`src/rtl/rv_prefetch_pkg.sv`:
```
// Shared constants and types for the rv32i instruction-fetch front end.
package rv_prefetch_pkg;
    localparam int unsigned RV_ILEN     = 32;
    localparam logic [31:0] RV_INSN_NOP = 32'h0000_0013;
    localparam logic [31:0] RV_PC_STEP  = 32'd4;

    typedef struct packed {
        logic [31:0] addr;
        logic [31:0] data;
    } fq_entry_t;

    function automatic logic [31:0] align_pc(input logic [31:0] a);
        return {a[31:2], 2'b00};
    endfunction
endpackage

```
`src/rtl/rv_sync_fifo.sv`:
```
// Synchronous FIFO with flush; the head entry is read straight from storage.
module rv_sync_fifo #(
    parameter int unsigned WIDTH = 64,
    parameter int unsigned DEPTH = 4,
    localparam int unsigned PW = $clog2(DEPTH),
    localparam int unsigned LW = PW + 1
) (
    input  logic             clk,
    input  logic             rst_n,
    input  logic             flush_i,
    input  logic             push_i,
    input  logic [WIDTH-1:0] wdata_i,
    input  logic             pop_i,
    output logic [LW-1:0]    level_o,
    output logic [WIDTH-1:0] rdata_o
);
    logic [WIDTH-1:0] mem_q [DEPTH];
    logic [PW-1:0]    wptr_q, wptr_d, rptr_q, rptr_d;
    logic [LW-1:0]    level_q, level_d;

    // Flush dominates; caller guarantees no push when full or pop when empty.
    always_comb begin
        wptr_d  = wptr_q;
        rptr_d  = rptr_q;
        level_d = level_q;
        if (flush_i) begin
            wptr_d  = '0;
            rptr_d  = '0;
            level_d = '0;
        end else begin
            if (push_i) wptr_d = wptr_q + PW'(1);
            if (pop_i)  rptr_d = rptr_q + PW'(1);
            case ({push_i, pop_i})
                2'b10:   level_d = level_q + LW'(1);
                2'b01:   level_d = level_q - LW'(1);
                default: level_d = level_q;
            endcase
        end
    end

    always_ff @(posedge clk or negedge rst_n) begin
        if (!rst_n) begin
            wptr_q  <= '0;
            rptr_q  <= '0;
            level_q <= '0;
        end else begin
            wptr_q  <= wptr_d;
            rptr_q  <= rptr_d;
            level_q <= level_d;
        end
    end

    always_ff @(posedge clk) begin
        if (push_i && !flush_i) mem_q[wptr_q] <= wdata_i;
    end

    assign level_o = level_q;
    assign rdata_o = mem_q[rptr_q];
endmodule

```
`src/rtl/rv_prefetch.sv`:
```
// Prefetch front end: streams sequential words into a small queue, flushes on redirect.
module rv_prefetch
    import rv_prefetch_pkg::*;
#(
    parameter int unsigned DEPTH      = 4,
    parameter logic [31:0] RST_VECTOR = 32'h0000_0000,
    parameter int unsigned CNT_W      = 32,
    localparam int unsigned LW = $clog2(DEPTH) + 1
) (
    input  logic             clk,
    input  logic             rst_n,
    output logic [31:0]      mem_i_addr,
    output logic             mem_i_rstrb,
    input  logic [31:0]      mem_i_rdata,
    input  logic             mem_i_rbusy,
    input  logic             redir_valid,
    input  logic [31:0]      redir_addr,
    output logic             insn_valid,
    output logic [31:0]      insn_data,
    output logic [31:0]      insn_addr,
    input  logic             insn_ready,
    output logic [LW-1:0]    level,
    output logic [CNT_W-1:0] stat_fetches
);
    logic [31:0]      fpc_q, fpc_d;
    logic [CNT_W-1:0] stat_q, stat_d;
    logic             beat, pop;
    fq_entry_t        head, wentry;

    // No bypass: a full queue never requests, even if it is popped this cycle.
    assign mem_i_rstrb = rst_n && !redir_valid && (level < LW'(DEPTH));
    assign beat        = mem_i_rstrb && !mem_i_rbusy;
    assign pop         = insn_valid && insn_ready;
    assign mem_i_addr  = fpc_q;

    always_comb begin
        fpc_d  = fpc_q;
        stat_d = stat_q;
        if (redir_valid) begin
            fpc_d = align_pc(redir_addr);
        end else if (beat) begin
            fpc_d  = fpc_q + RV_PC_STEP;
            stat_d = stat_q + CNT_W'(1);
        end
    end

    always_ff @(posedge clk or negedge rst_n) begin
        if (!rst_n) begin
            fpc_q  <= RST_VECTOR;
            stat_q <= '0;
        end else begin
            fpc_q  <= fpc_d;
            stat_q <= stat_d;
        end
    end

    assign wentry.addr = fpc_q;
    assign wentry.data = mem_i_rdata;

    rv_sync_fifo #(.WIDTH(64), .DEPTH(DEPTH)) u_fifo (
        .clk     (clk),
        .rst_n   (rst_n),
        .flush_i (redir_valid),
        .push_i  (beat),
        .wdata_i (wentry),
        .pop_i   (pop),
        .level_o (level),
        .rdata_o (head)
    );

    assign insn_valid   = (level != '0);
    assign insn_addr    = head.addr;
    assign insn_data    = head.data;
    assign stat_fetches = stat_q;
endmodule

```
`config.mk`:
```
export PLATFORM = sky130hd
export DESIGN_NAME = rv_prefetch
export DESIGN_NICKNAME = d
export VERILOG_FILES = /design/src/rtl/rv_prefetch_pkg.sv /design/src/rtl/rv_sync_fifo.sv /design/src/rtl/rv_prefetch.sv
export SDC_FILE = /design/constraint.sdc
export NUM_CORES = 1
export LEC_CHECK = 0
export CAP_MARGIN = 25
export CORE_ASPECT_RATIO = 1.2
export CORE_MARGIN = 5
export CORE_UTILIZATION = 55
export CTS_BUF_LIST = sky130_fd_sc_hd__clkbuf_16
export DETAILED_ROUTE_END_ITERATION = 10
export GPL_TIMING_DRIVEN = 0
export PLACE_DENSITY_LB_ADDON = 0.08
export RECOVER_POWER = 50
export SETUP_SLACK_MARGIN = 0.1
export SYNTH_ARGS = -nofsm -noshare
export SYNTH_HDL_FRONTEND = slang
export SYNTH_SLANG_ARGS = --single-unit
```
`constraint.sdc`:
```
create_clock -name clk -period 4.75 [get_ports clk]
set_input_delay 0.475 -clock clk [delete_from_list [all_inputs] [get_ports clk]]
set_output_delay 0.475 -clock clk [all_outputs]
set_load 0.005 [all_outputs]
```
placement_by_type.png
Drawn at 3 px/µm.
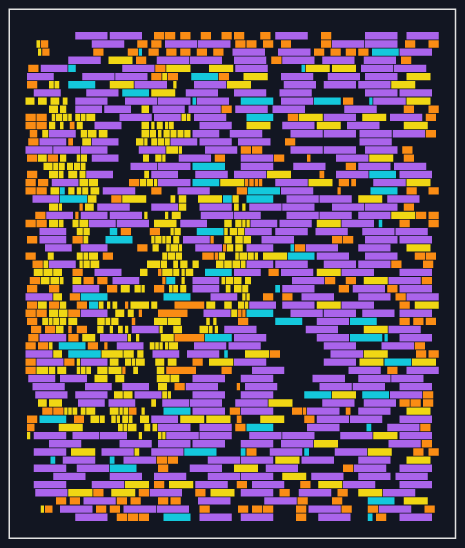
yellow -> combinational and other logic  # cells 345
orange -> remaining buffers and delay cells  # cells 235
cyan -> clock drivers and dummy loads  # cells 58
purple -> sequential cells  # cells 317

layer_met3.png
Drawn at 1.5 px/µm. Cells faint in the background.
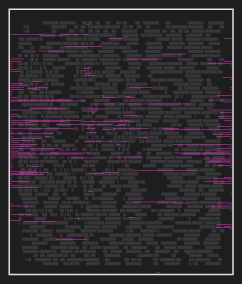
share of all routed wire = 7.2%
longest straight run = 49.2 µm
main direction = horizontal

placement.png
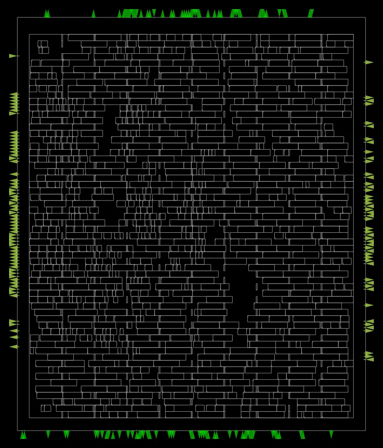
flop share of the area: 0.5711
Filler cells: 1458
core area: 22520 µm²
flop count: 317

-- per-stage QoR --
stage          setup WS (ps)  total power, mW  cell area, µm²
2_1_floorplan           1712            4.048           12620
3_3_place_gp           -2582            4.811           14920
3_5_place_dp            1531            4.847           15040
4_1_cts                 1310            7.384           16110
5_1_grt                823.7            7.581           16060
6_report                1084            7.268           16060
-- registers in the layout, summed over array words and instances (netlist names) --
register / cells
mem_i_addr: 30
stat_fetches: 32
u_fifo.level_o: 3
u_fifo.mem_q: 248
u_fifo.rptr_q: 2
u_fifo.wptr_q: 2
-- power groups by stage --
stage                     combinational (mW)  sequential, mW  clock [mW]
after CTS                               1.55            3.25        2.58
after global routing                    1.61            3.27        2.71
final                                   1.48            3.25        2.53
after floorplan                        0.771            3.28           0
after global placement                  1.51            3.30           0
after detailed placement                1.54            3.31           0
-- final timing paths --
path                                          startpoint                             to  slack (ps)  cells after the start
setup / recovery            u_fifo.rptr_q[0]$_DFFE_PN0P_                  insn_addr[28]        1080                      4
hold / removal                                     rst_n   stat_fetches[23]$_DFFE_PN0P_          60                      1
setup reg to reg           u_fifo.level_o[2]$_DFFE_PN0P_  u_fifo.level_o[2]$_DFFE_PN0P_        2190                      8
hold reg to reg             stat_fetches[31]$_DFFE_PN0P_   stat_fetches[31]$_DFFE_PN0P_         490                      1
max in group asynchronous                          rst_n      mem_i_addr[2]$_DFFE_PN0N_        4090                      1
min in group clk            stat_fetches[31]$_DFFE_PN0P_   stat_fetches[31]$_DFFE_PN0P_         490                      1
-- cells by family after synthesis --
| kind of cell | count (synthesis) |
|---|---|
| simple gates | 165 |
| mux | 65 |
| fa+ha+maj | 7 |
| xor+xnor | 45 |
| other cells | 1 |
| buf+inv | 43 |
| flops | 317 |
| compound gates | 52 |
-- layer usage --
| layer | vias up | share of wire | global-route usage |
|---|---|---|---|
| met2 | 239 | 0.51 | 0.3559 |
| met4 | 0 | 0.024 | 0.06084 |
| met1 | 3691 | 0.40 | 0.2813 |
| met5 | - | 0 | 0 |
| li1 | 3225 | - | - |
| met3 | 43 | 0.072 | 0.04955 |
-- layout make-up --
type	count	share of cell area
Tap cell	279	0.02173
Multi-Input combinational cell	338	0.1997
Sequential cell	317	0.5711
Inverter	7	0.001636
Antenna cell	1	0.0001558
Clock inverter	27	0.01815
Buffer	36	0.01106
Timing Repair Buffer	199	0.1282
Clock buffer	31	0.04829
-- placed cells by master, fill, tap and decap left out, drive strengths merged, types with 2 or more instances in the layout --
master,synthesis,routed
and2,12,12
dlygate4sd3,0,70
dfrtp,69,69
o21ai,18,18
nor2,30,30
nor4,3,3
edfxtp,248,248
mux2i,2,2
and3,9,9
mux4,62,62
xor2,7,7
clkdlybuf4s50,0,124
and4,8,8
clkbuf,16,51
ha,6,6
nor3b,2,2
conb,1,4
nor3,5,5
nand2,29,29
o31ai,13,13
a31oi,19,19
nand4,21,21
inv,7,11
clkinv,0,14
xnor2,38,38
or4,12,12
or3,8,8
buf,20,21
bufinv,0,6
nand3,23,23
clkinvlp,0,3
==> qor.txt <==
Worst slew pin tran: 918.6 ps
Fin. max-slew vios: 0
EDFF count, synth: 248
Outcome: finished clean
Hold_buf cts: 0
Cell area after synthesis: 12610 µm²
LEAKAGE: 5.534 nW
Minimum clock period: 3666 ps
Max-cap violation count: 0
Initial antenna violation count: 1
Vias in the first global route: 7811
Simple logic cell fraction of the synthesized area: 0.07729
Top cell by count, worst path: clkbuf_1
Top area contributor share: 0.5905
FP Util: 0.5599
Main synth FF type: edfxtp_1
Worst Setup Path Type: reg -> out
Register area: 9174 µm²
Post-Syn Instances: 695
Global-route wire length before repair: 43390 µm
Crit-path max FO: 10
Root cell of the clock tree: clkbuf_16
CTS Buf Count: 31
Post-cts resize count: 0
Setup Skew: 12.39 ps
Final core utilization: 0.7133
WHS: 64.90 ps
Cells after DPL: 1176
Crit path DRT: 4280 ps
OpenROAD warning count: 31
Power figures rest on the tool's default switching activity, not on a simulated workload.
